**Run 1: power grid**

(3 px per um) Pins as bars on the die edge. Tap cells in gray.
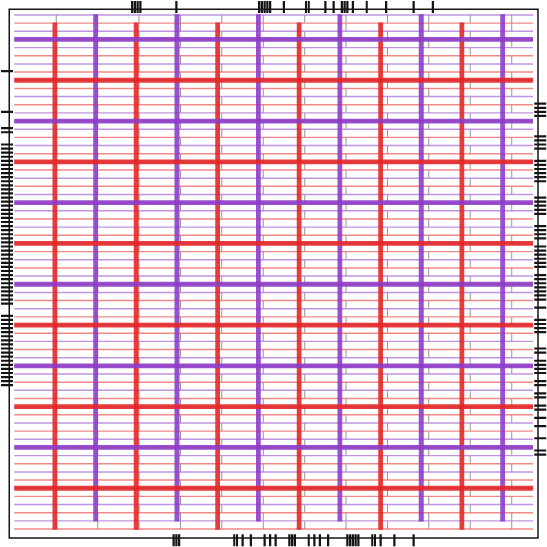
**Run 1: placement by cell class**

(3 px per um) Fill, decap, tap and diode cells in gray.
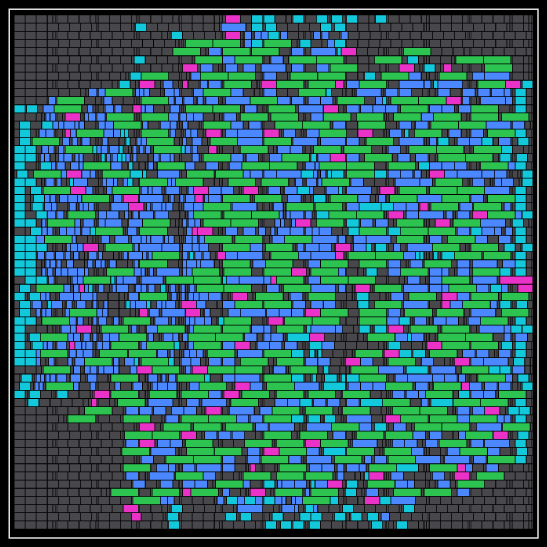
**Run 1: clock distribution**

(2 px per um)
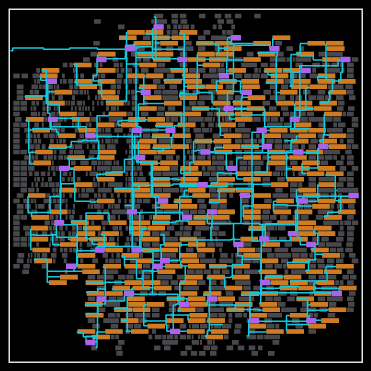
**Run 1: routed metal, one color a layer**

(3 px per um)
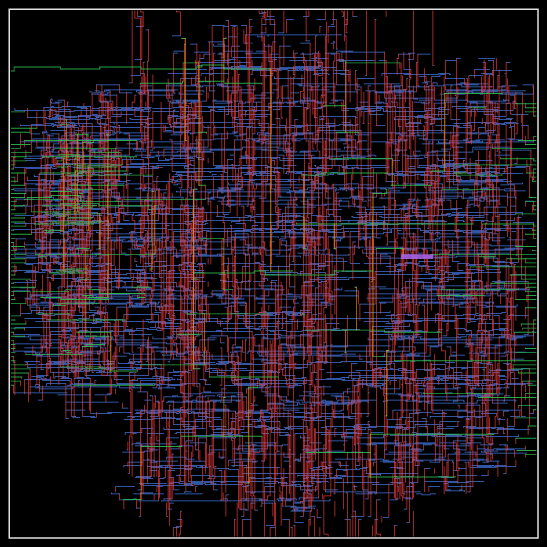
==> config.mk <==
export PLATFORM = sky130hd
export DESIGN_NAME = inst_fetch_ctrl
export DESIGN_NICKNAME = d
export VERILOG_FILES = /design/src/rtl/inst_fetch_ctrl.sv
export SDC_FILE = /design/constraint.sdc
export NUM_CORES = 1
export LEC_CHECK = 0
export CAP_MARGIN = 20
export CORE_UTILIZATION = 53
export CTS_BUF_LIST = sky130_fd_sc_hd__clkbuf_4 sky130_fd_sc_hd__clkbuf_8
export DETAILED_ROUTE_END_ITERATION = 12
export GPL_TIMING_DRIVEN = 0
export HOLD_SLACK_MARGIN = 0.15
export PLACE_DENSITY = 0.82
export SYNTH_ARGS = -nofsm -noshare
export SYNTH_HDL_FRONTEND = slang
export SYNTH_SLANG_ARGS = --single-unit
==> constraint.sdc <==
create_clock -name clk -period 11.18 [get_ports clk]
set_input_delay 2.795 -clock clk [delete_from_list [all_inputs] [get_ports clk]]
set_output_delay 2.795 -clock clk [all_outputs]
set_load 0.05 [all_outputs]
==> CHANGELOG.md <==
## Flow update

* Tmin final at 7.95 ns
* WHS Path Cells at 1
* Setup TNS at 0 ns
* Lkg Pwr at 8.62 nW
* Top logic family: multiplexers
* Layout cells sized above 1 at 33.0%
* Hold Fails Final Rpt at 0
* Max Cap Viol at 0
* Core Rows at 63
* Cells after synthesis at 1,177
* Hold crit path type: reg -> reg
* Cell Type Count at 55
* Dpl ws at 3.25 ns
* Final setup fails at 0
* Total grt overflow at 0
* RSZ-0062 raised after global routing: false
* Top-area cell share at 52.1%
* Initial DRC count at 522
* Synth Area in Compound Gates at 2.55%
* Post-CTS Repair Setup Buffers at 0
* Dpl hpwl at 25,800 um
* Maximum VDD drop at 0.000191 V
* Top FF cell, synth: dfrtp_1
* TritonCTS Buffers at 54
* Hold_buf cts at 0
* Fraction of the mapped netlist area in adder cells at 1.39%
* CTS tree: yes
* CP startpoint kind: input port
* Final WS setup at 3.23 ns
* Number of synthesized flops with an enable pin at 0
* I/O Buffers at 169
* GPL Wtd Cong at 0.892
* Antenna violations before repair at 1
* Number of DRC violations after detailed routing at 0
* Area added between synthesis and finish at 21.5%
* Fraction of registers with async set/reset at 100%
* Yosys cell count at 1,177
* Seq cells post-synth at 333
* Boundary Pins at 170
* Pre-antenna DRT Iters at 5
* CTS resizes at 0
* # clock sinks at 333
* Diode count at 0
* Synth mux share at 27.4%
* Status: finished clean
* Vias per cell at 5.78
* Worst-path clk slew at 0.06 ns
* Vias in the first global route at 11.3k
* Post-synth seq share at 52.1%
* CP arrival at 5.16 ns
* Simple Share, Synth at 10.5%
* Reg2Reg Depth at 13
* Worst Tran Pin Value at 0.942 ns
* Pwr per Cell Area at 303 mW/mm^2
* Max FO, Critical Path at 10
* Critical Path RT at 8.39 ns
* Layout Nets at 1,497
* Fmax at 126 MHz
* Root Driver: clkbuf_8
* Cell area leaders: dfrtp_1 52%, mux2_2 18%, mux4_2 9.0%
* Mapped Nets at 1,264
* Crit. End Element: primary output
* Total GRT Usage at 24.8%
* Pin count of the biggest net entering global routing at 45
* Syn Area/Cell at 13.6 um^2
* Die area at 0.0309 mm^2
* Yosys warning total at 0
* Top post-synthesis cells by count: 333 x dfrtp_1, 258 x mux2_2, 70 x and2_1
* Clk buf depth at 3
* Slew margin rel. at 36.7%
* Yosys xor share at 2.63%
* Post-route ant nets at 0
-- 'power grid' (at the start) --
net	color
VDD	purple
VSS	red
signal pins	170
met4 straps	12
rows	63
met1 rails	64
Die Wd: 176 um
Die Y-Extent: 176 um

-- 'placement by cell class' (at the start) --
class	color	cells	share of their area
registers	green	333	44%
remaining buffers and delay cells	cyan	252	12%
remaining logic cells	blue	769	38%
clock drivers and dummy loads	magenta	90	5.8%
post-layout instance area: 0.0194 mm^2
flop share of the area: 42.9%

-- 'clock distribution' (at the start) --
[clock-net drivers] purple | count: 54
[clock wires] cyan | length: 4,270 um
[flip-flops] orange | count: 333
routed clock nets	55
flops lie	widely spread
clk_lat worst skew: 0.59 ns
clock-net power: 1.07 mW
clock power share: 18.3%
skew final: 0.0185 ns

-- 'routed metal, one color a layer' (at the start) --
layer	color	wire length
M4	orange	796 um
M1	blue	15,600 um
M5	purple	9.20 um
M2	red	18,100 um
M3	green	2,200 um
post-DR wirelength/cell: 20.0 um
via count: 10.6k
final WL: 36,700 um

-- run 1: metrics by stage --
step | power, mW | utilization (%) | area (um^2) | std cells | hold WS [ns]
after CTS | 5.92 | 65.6 | 19400 | 1834 | 0.498
after floorplan | 3.94 | - | 16000 | 1177 | 0.461
after detailed placement | 4.82 | 61.9 | 18300 | 1744 | 0.488
final | 5.88 | 65.6 | 19400 | 1834 | 0.500
after global placement | 4.73 | 61.3 | 18200 | 1736 | 0.481
after global routing | 6.19 | 65.6 | 19400 | 1834 | 0.516
-- run 1: final cells by class --
cell class	instances	area (um^2)
inverters	15	60.1
clock inverters	11	86.3
flip-flops and latches	333	8330
well taps	390	488
multi-input cells	754	7120
fillers	2172	10200
plain buffers	75	492
clock buffers	79	1010
repair buffers	177	1850
-- run 1: metal layers --
| layer | part of all wire [%] | up-vias | track usage [%] |
|---|---|---|---|
| met5 | 0.025 | - | 0 |
| met4 | 2.2 | 2 | 7.28 |
| met3 | 6.0 | 72 | 3.98 |
| met2 | 49 | 357 | 41.1 |
| met1 | 43 | 5401 | 33.8 |
| li1 | - | 4761 | - |
-- run 1: critical path: stages --
cell and delay [ns]:
clkdlybuf4s50_1 0.50, nor3_4 0.22, nand4b_2 0.28, nor2_1 0.46, clkdlybuf4s50_1 0.90
-- run 1: power breakdown --
part / switching (mW) / internal, mW / leakage [nW] / total (mW)
Combinational: 1.62 / 1.22 / 3.76 / 2.84
Sequential: 0.340 / 1.63 / 4.27 / 1.97
Clock: 0.476 / 0.599 / 0.587 / 1.07
-- run 1: layout by cell type, fill, tap and decap left out, types with 24 or more instances in the layout --
master and n:
a21oi_1 45, and2_1 70, buf_6 25, clkbuf_1 29, clkbuf_8 67, clkdlybuf4s50_1 169, dfrtp_1 333, mux2_2 258
mux4_2 64, nand2_1 39, nand3_1 45, nand4_1 24, nor2_1 48, xor2_1 28
-- run 1: cell families after synthesis --
family,count (synthesis)
xor+xnor,48
flops,333
mux,326
compound gates,69
buf+inv,90
fa+ha+maj,16
simple gates,295
No activity file was given, so power comes from the tool's default toggle rates.
